## config.mk

```make
export PLATFORM = sky130hd
export DESIGN_NAME = message_scroller
export DESIGN_NICKNAME = d
export VERILOG_FILES = /design/src/rtl/msg_pkg.sv /design/src/rtl/scroll_tick_gen.sv /design/src/rtl/message_scroller.sv
export SDC_FILE = /design/constraint.sdc
export NUM_CORES = 1
export LEC_CHECK = 0
export ABC_CLOCK_PERIOD_IN_PS = 6300
export CORE_MARGIN = 2
export CORE_UTILIZATION = 40
export CTS_BUF_LIST = sky130_fd_sc_hd__clkbuf_8 sky130_fd_sc_hd__clkbuf_16
export DETAILED_ROUTE_END_ITERATION = 8
export HOLD_SLACK_MARGIN = 0.02
export PLACE_DENSITY_LB_ADDON = 0.12
export SYNTH_ARGS = -nofsm -noshare
export SYNTH_HDL_FRONTEND = slang
export SYNTH_SLANG_ARGS = --single-unit
```

## constraint.sdc

```tcl
create_clock -name clk -period 6.3 [get_ports clk]
set_clock_uncertainty 0.05 [all_clocks]
set_input_delay 0.63 -clock clk [delete_from_list [all_inputs] [get_ports clk]]
set_output_delay 0.63 -clock clk [all_outputs]
set_load 0.005 [all_outputs]
```

## src/rtl/msg_pkg.sv

```systemverilog
// Shared types and constants for the message scroller display path.
package msg_pkg;

    typedef enum logic [1:0] {
        IDLE = 2'd0,
        RUN  = 2'd1,
        HOLD = 2'd2
    } scroll_state_t;

    localparam logic [7:0] ASCII_SPACE = 8'h20;
    localparam int         ASCII_W     = 8;

endpackage

```

## src/rtl/scroll_tick_gen.sv

```systemverilog
// Scroll-rate divider: counts 0..TICK_DIV-1 while run, pulses tick on the last count.
// Latency: tick is combinational from the counter, one cycle wide, every TICK_DIV run cycles.
// Backpressure: none; clear zeroes the count, deasserting run holds it in place.
module scroll_tick_gen #(
    parameter int TICK_DIV = 25_000_000
) (
    input  logic clk,
    input  logic rst_n,
    input  logic clear,
    input  logic run,
    output logic tick
);

    localparam int            CW   = (TICK_DIV > 1) ? $clog2(TICK_DIV) : 1;
    localparam logic [CW-1:0] LAST = CW'(TICK_DIV - 1);

    logic [CW-1:0] cnt;

    assign tick = run && (cnt == LAST);

    always_ff @(posedge clk or negedge rst_n) begin
        if (!rst_n) begin
            cnt <= '0;
        end else if (clear) begin
            cnt <= '0;
        end else if (run) begin
            cnt <= tick ? '0 : cnt + CW'(1);
        end
    end

endmodule

```

## src/rtl/message_scroller.sv

```systemverilog
// Message buffer plus a NUM_DIGITS-wide scrolling window, one ASCII byte per digit.
// Latency: digit_ascii is registered, 1 cycle after a window move or buffer write lands.
// Backpressure: none; enable=0 freezes the window, writes are accepted every cycle.
module message_scroller
    import msg_pkg::*;
#(
    parameter int NUM_DIGITS = 6,
    parameter int MSG_LEN    = 16,
    parameter int TICK_DIV   = 25_000_000
) (
    input  logic                          clk,
    input  logic                          rst_n,
    input  logic                          enable,
    input  logic                          restart,
    input  logic                          wr_en,
    input  logic [$clog2(MSG_LEN)-1:0]    wr_addr,
    input  logic [7:0]                    wr_data,
    output logic [NUM_DIGITS*8-1:0]       digit_ascii,
    output logic [$clog2(MSG_LEN)-1:0]    win_pos,
    output logic                          wrap_pulse,
    output logic                          running
);

    localparam int            AW       = $clog2(MSG_LEN);
    localparam logic [AW-1:0] LAST_POS = AW'(MSG_LEN - 1);

    scroll_state_t                 state_q, state_d;
    logic [ASCII_W-1:0]            msg_q [MSG_LEN];
    logic [AW-1:0]                 pos_q;
    logic                          tick;
    logic [NUM_DIGITS*ASCII_W-1:0] win_d;

    // Window index wrap: i < NUM_DIGITS <= MSG_LEN, so one subtract is enough.
    function automatic logic [AW-1:0] wrap_add(input logic [AW-1:0] p, input int i);
        logic [AW:0] s;
        s = {1'b0, p} + (AW+1)'(i);
        if (s >= (AW+1)'(MSG_LEN)) s = s - (AW+1)'(MSG_LEN);
        return s[AW-1:0];
    endfunction

    scroll_tick_gen #(.TICK_DIV(TICK_DIV)) u_tick (
        .clk   (clk),
        .rst_n (rst_n),
        .clear (restart || (state_q == IDLE)),
        .run   (state_q == RUN),
        .tick  (tick)
    );

    always_comb begin
        state_d = state_q;
        case (state_q)
            IDLE:    if (enable)  state_d = RUN;
            RUN:     if (!enable) state_d = HOLD;
            HOLD:    if (enable)  state_d = RUN;
            default: state_d = IDLE;
        endcase
    end

    always_comb begin
        win_d = '0;
        for (int i = 0; i < NUM_DIGITS; i++) begin
            win_d[ASCII_W*(NUM_DIGITS-1-i) +: ASCII_W] = msg_q[wrap_add(pos_q, i)];
        end
    end

    // Per-entry address match leaves out-of-range addresses with no target.
    always_ff @(posedge clk or negedge rst_n) begin
        if (!rst_n) begin
            for (int i = 0; i < MSG_LEN; i++) msg_q[i] <= ASCII_SPACE;
        end else if (wr_en) begin
            for (int i = 0; i < MSG_LEN; i++) begin
                if (wr_addr == AW'(i)) msg_q[i] <= wr_data;
            end
        end
    end

    always_ff @(posedge clk or negedge rst_n) begin
        if (!rst_n) begin
            state_q     <= IDLE;
            running     <= 1'b0;
            pos_q       <= '0;
            wrap_pulse  <= 1'b0;
            digit_ascii <= {NUM_DIGITS{ASCII_SPACE}};
        end else begin
            state_q     <= state_d;
            running     <= (state_d == RUN);
            wrap_pulse  <= tick && !restart && (pos_q == LAST_POS);
            digit_ascii <= win_d;
            if (restart) begin
                pos_q <= '0;
            end else if (tick) begin
                pos_q <= (pos_q == LAST_POS) ? '0 : pos_q + AW'(1);
            end
        end
    end

    assign win_pos = pos_q;

endmodule

```

==> images/placement.png <==
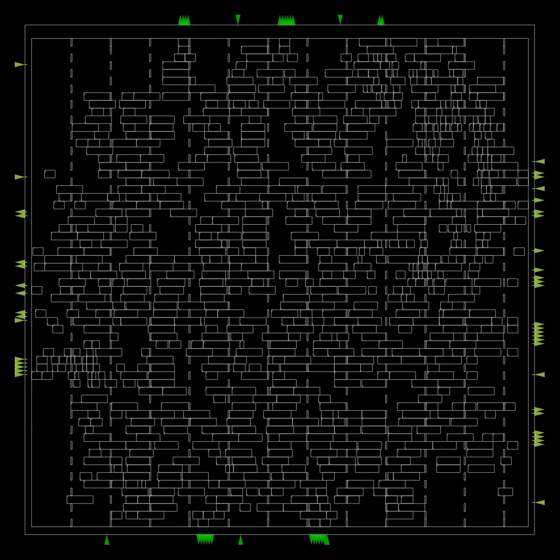
CORE AREA: 29870 µm²
number of fill cells: 2529
Core Util, Final: 47.34%

==> images/detail.png <==
Bar = 10 µm. Region (77, 41) to (102, 66) µm. Cells in grey, sequential cells in the stronger grey; small squares are vias.
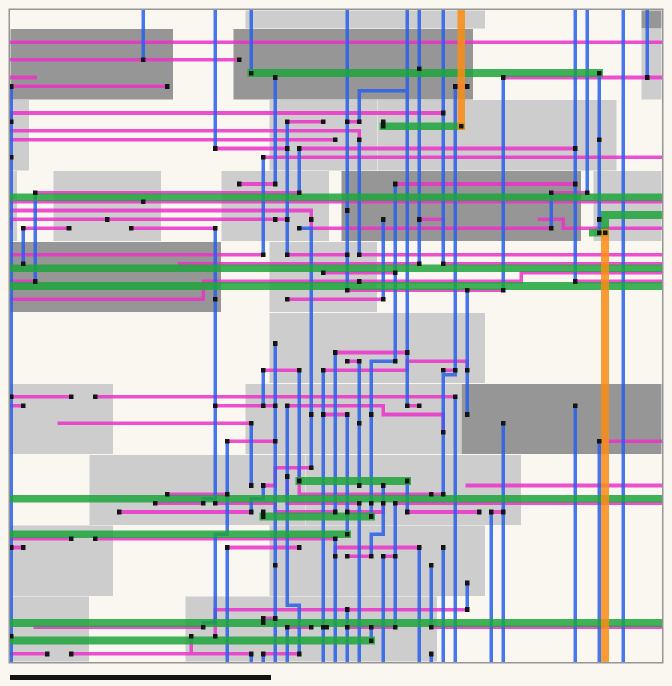
metal 2 -> blue
metal 3 -> green
metal 1 -> magenta
metal 4 -> orange
netlist names of flops here include = `msg_q` (4), `digit_ascii` (1)
cells with their middle in the window = 16
most frequent = mux4_2 (5), dfrtp_1 (5), mux2_2 (4)
sequential cells in the window = 5

==> images/clk_routes.png <==
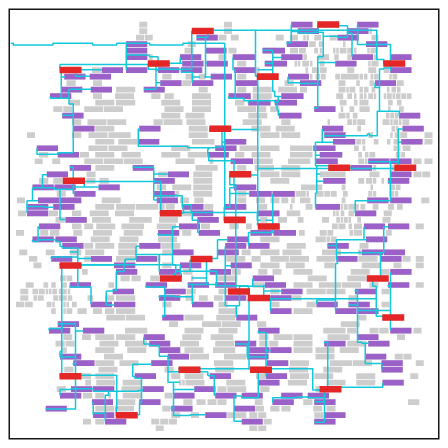
clock wires -> cyan  # length 2990 µm
clock drivers -> red  # count 26
flip-flops -> purple  # count 209
routed clock nets = 27
flops lie = widely spread

==> reports/summary.txt <==
crit path kind -> reg2out
cell count of the worst reg-to-reg path -> 5
placed wire-length estimate -> 20.94 mm
DRC -> 0
XOR/XNOR Area Share -> 1.505%
Largest logic family -> multiplexers
Setup-failing EPs final -> 0
chip width -> 178.8 µm
max-capacitance violation count -> 0
most frequent logic cell in the layout -> dfrtp_1
Finished Layout Cells -> 1235
fmax -> 0.3348 GHz
endpoints failing hold -> 0
minimum clock period after layout -> 2987 ps
peak supply drop -> 0.0002270 V
CTS tree -> built
antenna cells -> 0
sw power -> 1114 µW
Reg clk slew, reported paths -> 60 ps
io pins -> 71
pin count of the biggest net entering global routing -> 74
Flops after synth -> 209
GRT Resource Usage Total -> 20.82%
Distinct lib cells used -> 45
Setup crit end kind -> output pin
status -> finished, final reports clean
sw frac -> 26.39%
Arr. time, crit path -> 2310 ps
Setup Buffers After CTS -> 0
Die H -> 178.8 µm
total negative slack -> 0 ps
Clk network pwr share -> 34.1%
reg-to-reg startpoint -> win_pos[0]
asr flop ratio synth -> 100.0%
Port Buf Inserts -> 70
vias after detailed routing -> 7807
cts hold-fix bufs -> 0
nets -> 850
sequential group share of total power -> 45.2%
share of layout cells above drive strength 1 -> 45.44%
transition time at the pin with the least slew margin -> 1102 ps
total gr overflow -> 0
area growth from synthesis to layout -> 15.73%
WL/cell -> 26.17 µm
post-cts sizing count -> 0
==> images/logic_types.png <==
Bar = 50 µm.
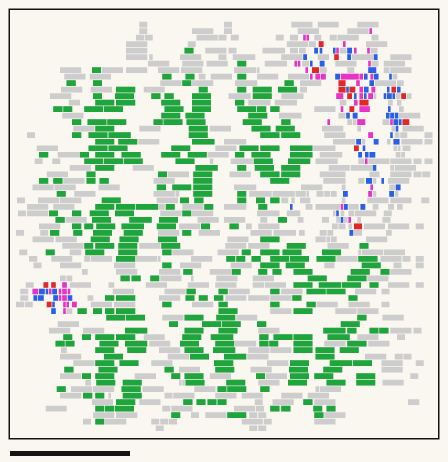
nor cells -> magenta  # cells 47
and/or cells -> red  # cells 17
nand cells -> blue  # cells 62
mux cells -> green  # cells 304

==> images/metal_density.png <==
The die is cut into 36 by 36 equal tiles; black is low, pale yellow is high, scaled to the fullest tile. Values are wire area over tile area, all layers added.
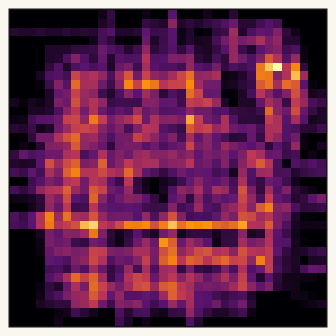
emptiest ninth of the die = top left
tiles over half the peak = 11%
nearly empty tiles = 17%
fullest tile = 0.66

-- metrics by stage --
| stage | instance area, µm² | setup WS (ps) | power, µW | hold slack, ps |
|---|---|---|---|---|
| after floorplan | 12220 | 3011 | 2410 | 284.4 |
| after global placement | 13300 | 3320 | 2760 | 436.9 |
| after detailed placement | 13300 | 3300 | 2799 | 466.1 |
| after CTS | 14140 | 3240 | 4266 | 86.68 |
| after global routing | 14140 | 3056 | 4416 | 100.0 |
| final | 14140 | 3313 | 4223 | 56.18 |
-- logic make-up after synthesis --
kind of cell               Yosys count
xor gates and xnor gates            21
AOI/OAI and AO/OA                   36
DFF                                209
muxes                              304
and+or+nand+nor                    126
adders and majority gates            7
buffers and inverters               62
-- layout make-up --
type | count | area [µm²] | share of cell area (%)
tap | 390 | 488.0 | 3.450
clock buffer | 31 | 730.7 | 5.167
multi-input combinational | 494 | 6678 | 47.22
clock inverter | 16 | 110.1 | 0.7786
sequential | 209 | 5263 | 37.21
inverter | 5 | 18.77 | 0.1327
timing repair buffer | 90 | 854.6 | 6.043
-- power by group through the flow --
stage | clock, µW | combinational [µW] | sequential (µW)
after global routing | 1530 | 934 | 1950
after global placement | 0 | 860 | 1900
final | 1440 | 871 | 1910
after floorplan | 0 | 581 | 1830
after CTS | 1480 | 880 | 1900
after detailed placement | 0 | 876 | 1920
-- cells in the mapped netlist (5+ instances only) --
| cell | count | area (µm²) |
|---|---|---|
| nor2_1 | 30 | 112.6 |
| clkbuf_1 | 28 | 105.1 |
| nand2_1 | 21 | 78.83 |
| nand3b_1 | 5 | 37.54 |
| xnor2_1 | 7 | 61.31 |
| a31oi_1 | 9 | 56.30 |
| xor2_1 | 14 | 122.6 |
| dfstp_2 | 22 | 578.1 |
| mux4_1 | 18 | 473.0 |
| mux2_2 | 128 | 1441 |
| buf_6 | 6 | 67.56 |
| nand4_1 | 8 | 50.05 |
| buf_2 | 16 | 80.08 |
| mux4_2 | 158 | 3558 |
| a21oi_1 | 17 | 85.08 |
| nor3_1 | 7 | 35.03 |
| dfrtp_1 | 187 | 4679 |
| nand3_1 | 16 | 80.08 |
| nand2b_1 | 11 | 68.82 |
| ha_1 | 7 | 87.58 |
-- state kept, by name, summed over array words and instances, names as in the netlist --
register and count:
win_pos 4, wrap_pulse 1, msg_q 128, state_q 2
digit_ascii 48, u_tick.cnt 25, running 1
-- worst min-delay path by stage --
stage,start,cells past startpoint,to
6_report,rst_n,1,digit_ascii[15]
2_1_floorplan,rst_n,0,digit_ascii[0]
3_5_place_dp,u_tick.cnt[22],1,u_tick.cnt[22]
5_1_grt,rst_n,1,digit_ascii[15]
4_1_cts,rst_n,1,digit_ascii[15]
3_3_place_gp,u_tick.cnt[22],1,u_tick.cnt[22]
-- per-layer routing --
layer / part of all wire (%) / routed length, µm / global-route usage (%)
met1: 43 / 13830 / 29.75
met4: 2.1 / 689 / 4.573
met5: 0 / 0 / 0
met2: 47 / 15140 / 32.45
met3: 8.2 / 2659 / 5.068
-- worst max-delay path: stages, from the launching register on --
cell and delay [ps]:
dfrtp_2 380, buf_4 730, clkdlybuf4s50_1 670
Power figures rest on the tool's default switching activity, not on a simulated workload.
